Design pipeline_ctrl_flat, sky130hd; sources not shown.
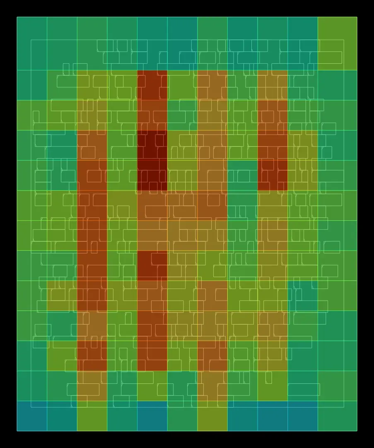
*Routing congestion map, run 1*
GR Layer Usage met3: 0.04008
global route hottest layer: met2
met2 usage: 0.3286
WL/cell: 15.46 um

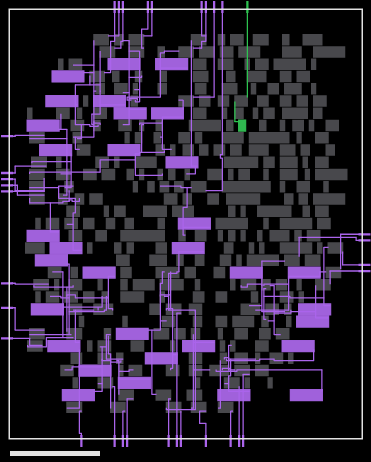
*Wires at chosen ports, followed through buffers, run 1*
Scale bar: 20 um.
| port | colour | bits | direction | edge | end cells | buffers | wire |
|---|---|---|---|---|---|---|---|
| bus_id_en | green | 1 | output | top | 1 | 1 | 24.4 um |
| bus_stall_cnt | purple | 32 | output | 11 bottom, 9 top, 8 left, 4 right | 32 | 32 | 1370 um |
Port Buffers: 52
boundary pin count: 53

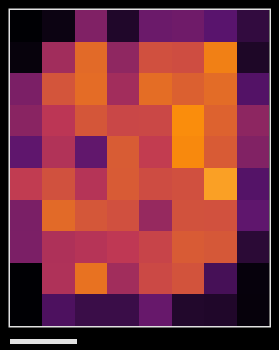
*Cell density map, run 1*
Scale bar: 20 um. 8 x 10 tiles, from black (low) to pale yellow (high), 0 to 100% covered.
nearly empty tiles: 7.5%
fullest tile: 79%
emptiest ninth of the die: bottom right
Core ar.: 6051 um^2
Starting Density: 0.3687
utilization after layout: 0.5227

==> flow_summary.json, run 1 <==
{
  "insertion_delay_ns": 0.30,
  "timing.fmax_mhz": 386.0,
  "antennaDiodeCount": 0,
  "r2r_slack_ns": 0.32,
  "row_count": 31,
  "wl_met1_um": 2723,
  "grt_setup_unrepaired": "true",
  "synth-main-ff-cell": "dfxtp_1",
  "hold-worst-slack_ns": 0.3316,
  "most-common-layout-cells": "46 x nor2_1, 41 x dfxtp_1, 39 x clkdlybuf4s50_1",
  "tightestPinTransition_ns": 0.4877,
  "vias": 2134,
  "switching_share": 0.2543,
  "die_area_um2": 7410,
  "async_reset_ff_frac": 0,
  "ys_chip_area_um2": 2231,
  "wl_um": 6401,
  "ctsHoldBuffers": 0,
  "top_cell": "nor2_1",
  "worst-path-max-fanout": 2,
  "place.detailed.hpwl_um": 4706,
  "crit_type": "flip-flop to output pin",
  "cts_tree": "built",
  "numCtsBuffers": 5,
  "grt.total_usage": 0.1813,
  "clkSinkCount": 44,
  "power_leakage_nw": 1.169,
  "drtIter0Drc": 91,
  "synth_nets": 272,
  "cp.arrival_ns": 1.97,
  "area_growth_pct": 41.78,
  "synth_seq_share": 0.3948,
  "cts.clk_slew.worst_paths_ns": 0.08,
  "ys_seq_elements": 44,
  "setup_viol": 0,
  "chipHeight_um": 95,
  "common_cells": "49 x nor2_1, 44 x dfxtp_1, 20 x xor2_1",
  "power_density_nw_per_um2": 452.3,
  "ant_nets": 0,
  "wl_met3_um": 193,
  "nets": 345,
  "maxSlewViolCount": 0,
  "drc": 0,
  "cts-htree-levels": 2,
  "status": "complete, no violations",
  "slew-limit-headroom": 0.6664,
  "grt_pass1_wl_um": 10630,
  "hp-class": "flip-flop to flip-flop",
  "gp_congestion": 0.7237,
  "r2r_cells": 12,
  "cp-end-kind": "output pin",
  "post-place-ws_ns": -0.2932,
  "synth-edff-count": 0,
  "power_frac_comb": 0.145,
  "synth_area_leader_cell": "dfxtp_1",
  "whs_path_depth": 1,
  "clkPwrFrac": 0.371,
  "period_used_share": 0.9965,
  "first_pass_iters": 4,
  "wl_met2_um": 3368,
  "ir_worst_vdd_mv": 0.1968,
  "largest_reg_flops": 32,
  "synth_area_um2": 2231,
  "met1_usage": 0.2100,
  "ys_cells": 258,
  "antenna_found_initial": 0,
  "min_period_ns": 2.591,
  "p_int_mw": 1.067,
  "synthDominantCellAreaShare": 0.3948,
  "netSwitchingPower_uw": 363.8,
  "seqPwrFrac": 0.484,
  "syn_avg_cell_area_um2": 8.647,
  "setup_slack_ns": 0.009221,
  "dieWidth_um": 78,
  "grt_max_degree": 19,
  "grt_overflow": 0,
  "first_global_vias": 2177,
  "avgViaCountPerCell": 5.155,
  "postSynthCellCount": 258,
  "critical_path_required_ns": 1.98,
  "cts-root-buf": "clkbuf_8",
  "drive_above_1_share": 0.2018,
  "clock_path_buffers": 2,
  "startpoint_type": "flip-flop"
}
-- run 1: power groups by stage --
stage                     sequential (mW)  combinational (mW)  clock, mW
after floorplan                     0.706              0.0919          0
after global placement              0.707               0.196          0
after detailed placement            0.708               0.199          0
after CTS                           0.693               0.210      0.547
after global routing                0.695               0.227      0.572
final                               0.693               0.208      0.530
-- run 1: critical path: stages, from the launching register on --
cell,delay [ns]
dfxtp_2,0.34
inv_2,0.04
ha_4,0.26
inv_2,0.04
or3_4,0.38
a41oi_2,0.15
buf_4,0.14
buf_6,0.09
buf_6,0.09
a21oi_2,0.03
buf_2,0.12
-- run 1: logic make-up after synthesis --
kind of cell / Yosys count / synth area share
compound gates: 47 / 0.1711
simple gates: 107 / 0.2400
mux: 1 / 0.004487
buf+inv: 23 / 0.04150
xor+xnor: 32 / 0.1256
fa+ha+maj: 4 / 0.02243
flops: 44 / 0.3948
-- run 1: metrics by stage --
stage | setup TNS (ns) | cell area, um^2 | power, mW | utilization | std cells
after floorplan | 0 | 2231 | 0.7983 | - | 258
after global placement | -1.657 | 2968 | 0.9036 | 0.4905 | 402
after detailed placement | -1.880 | 2968 | 0.9062 | 0.4905 | 402
after CTS | 0 | 3143 | 1.450 | 0.5194 | 414
after global routing | -0.07992 | 3163 | 1.494 | 0.5227 | 414
final | 0 | 3163 | 1.431 | 0.5227 | 414
-- run 1: final cells by class --
cell class / count / area, um^2
Clock buffer: 6 / 72.57
Clock inverter: 2 / 35.03
Fill cell: 736 / 2888
Inverter: 11 / 41.29
Multi-Input combinational cell: 191 / 1311
Sequential cell: 44 / 884.6
Tap cell: 82 / 102.6
Timing Repair Buffer: 78 / 715.7
-- run 1: repair_timing --
action / CTS / global route
buffers inserted: 4 / 0
setup endpoints to repair: 9 / 7
gates resized: 29 / 10
pin swaps: 2 / 4
## Run 2: what changed since run 1
- CELL_PAD_IN_SITES_DETAIL_PLACEMENT: 1 -> unset
- CELL_PAD_IN_SITES_GLOBAL_PLACEMENT: 1 -> unset
- CORE_AREA: 3 3 75 92 -> 3 3 65 79
- CTS_BUF_LIST: unset -> sky130_fd_sc_hd__clkbuf_8
- DIE_AREA: 0 0 78 95 -> 0 0 68 82
- PLACE_DENSITY: unset -> 0.79
- PLACE_DENSITY_LB_ADDON: 0.1 -> unset
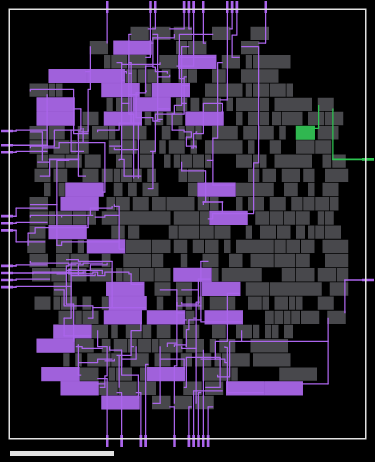
*Wires at chosen ports, followed through buffers, run 2*
Scale bar: 20 um.
| port | colour | bits | direction | edge | end cells | buffers | wire |
|---|---|---|---|---|---|---|---|
| bus_id_en | green | 1 | output | right | 1 | 1 | 21.2 um |
| bus_stall_cnt | purple | 32 | output | 11 top, 10 bottom, 10 left, 1 right | 32 | 32 | 1320 um |

==> run 2 against run 1 <==
Critical path depth shrank 2. Largest power group unchanged. Critical endpoint unchanged. Synthesized area did not move. Highest routed layer unchanged. Sequential power about the same. Routed wire length fell by 11%. Final area fell by 3.5%.
==> flow_summary.json, run 2 <==
{
  "status": "complete, no violations",
  "die_area_um2": 5576,
  "gp_congestion": 0.7970,
  "slew-limit-headroom": 0.6593,
  "drc": 0,
  "insertion_delay_ns": 0.29,
  "cts.clk_slew.worst_paths_ns": 0.07,
  "ys_sh_simple": 0.2400,
  "ys_chip_area_um2": 2231,
  "antennaDiodeCount": 0,
  "switching_share": 0.2516,
  "common_cells": "49 x nor2_1, 44 x dfxtp_1, 20 x xor2_1",
  "synth_seq_share": 0.3948,
  "clkSinkCount": 44,
  "worst-path-max-fanout": 4,
  "p_int_uw": 944.7,
  "grt_pass1_wl_um": 9128,
  "ctsHoldBuffers": 0,
  "nets": 341,
  "area_growth_pct": 36.85,
  "synth.logic.top_family": "simple AND/OR/NAND/NOR gates",
  "antenna_found_initial": 0,
  "place.detailed.hpwl_um": 4058,
  "cts-htree-levels": 2,
  "timing.fmax_mhz": 390.2,
  "setup_slack_ns": 0.03742,
  "ir_worst_vdd_mv": 0.2072,
  "vias": 2121,
  "ioPinCount": 53,
  "grt_max_degree": 19,
  "tightestPinTransition_ns": 0.4982,
  "yosys.area_share.adder": 0.02243,
  "seqPwrFrac": 0.548,
  "startpoint_type": "flip-flop",
  "initial_core_util": 0.4928,
  "drive_above_1_share": 0.1754
}
-- run 2: through the flow --
stage | cells | utilization | area [um^2]
after floorplan | 258 | - | 2231
after global placement | 373 | 0.6407 | 2900
after detailed placement | 373 | 0.6407 | 2900
after CTS | 381 | 0.6716 | 3040
after global routing | 383 | 0.6744 | 3053
final | 383 | 0.6744 | 3053
-- run 2: kinds of logic (layout without fill, tap and decap cells) --
kind of cell    after synthesis  in the layout
compound gates               47             47
xor+xnor                     32             32
fa+ha+maj                     4              4
buf+inv                      23             90
flops                        44             44
mux                           1              1
simple gates                107            107
-- run 2: routing by layer --
metal	global-route usage	wire length [um]
met1	0.2576	2366
met4	0.06561	107
met5	0	0
met2	0.3799	2941
met3	0.04104	286
-- run 2: cell type report --
type                       count  area [um^2]
tap                           58        72.57
fill                         386         1474
inverter                      11        41.29
multi-input combinational    191         1316
timing repair buffer          74        671.9
sequential                    44        882.1
clock buffer                   5        68.82
-- run 2: what timing repair did --
action	4_1_cts	5_1_grt
gates cloned	0	0
setup endpoints to repair	9	4
pin swaps	4	2
buffers inserted	3	2
resized	28	6
-- run 2: critical path, stage by stage (launching register included) --
cell and delay (ns):
dfxtp_1 0.32, inv_1 0.06, ha_1 0.30, inv_1 0.06, or3_4 0.38, a41oi_4 0.25
buf_6 0.13, a21oi_1 0.04, buf_2 0.13
-- run 2: power groups by stage --
stage                     clock (mW)  combinational (mW)  sequential, mW
final                          0.378               0.193           0.692
after global routing           0.409               0.210           0.692
after CTS                      0.384               0.192           0.692
after detailed placement           0               0.185           0.707
after global placement             0               0.183           0.707
after floorplan                    0              0.0919           0.706
No activity file was given, so power comes from the tool's default toggle rates.
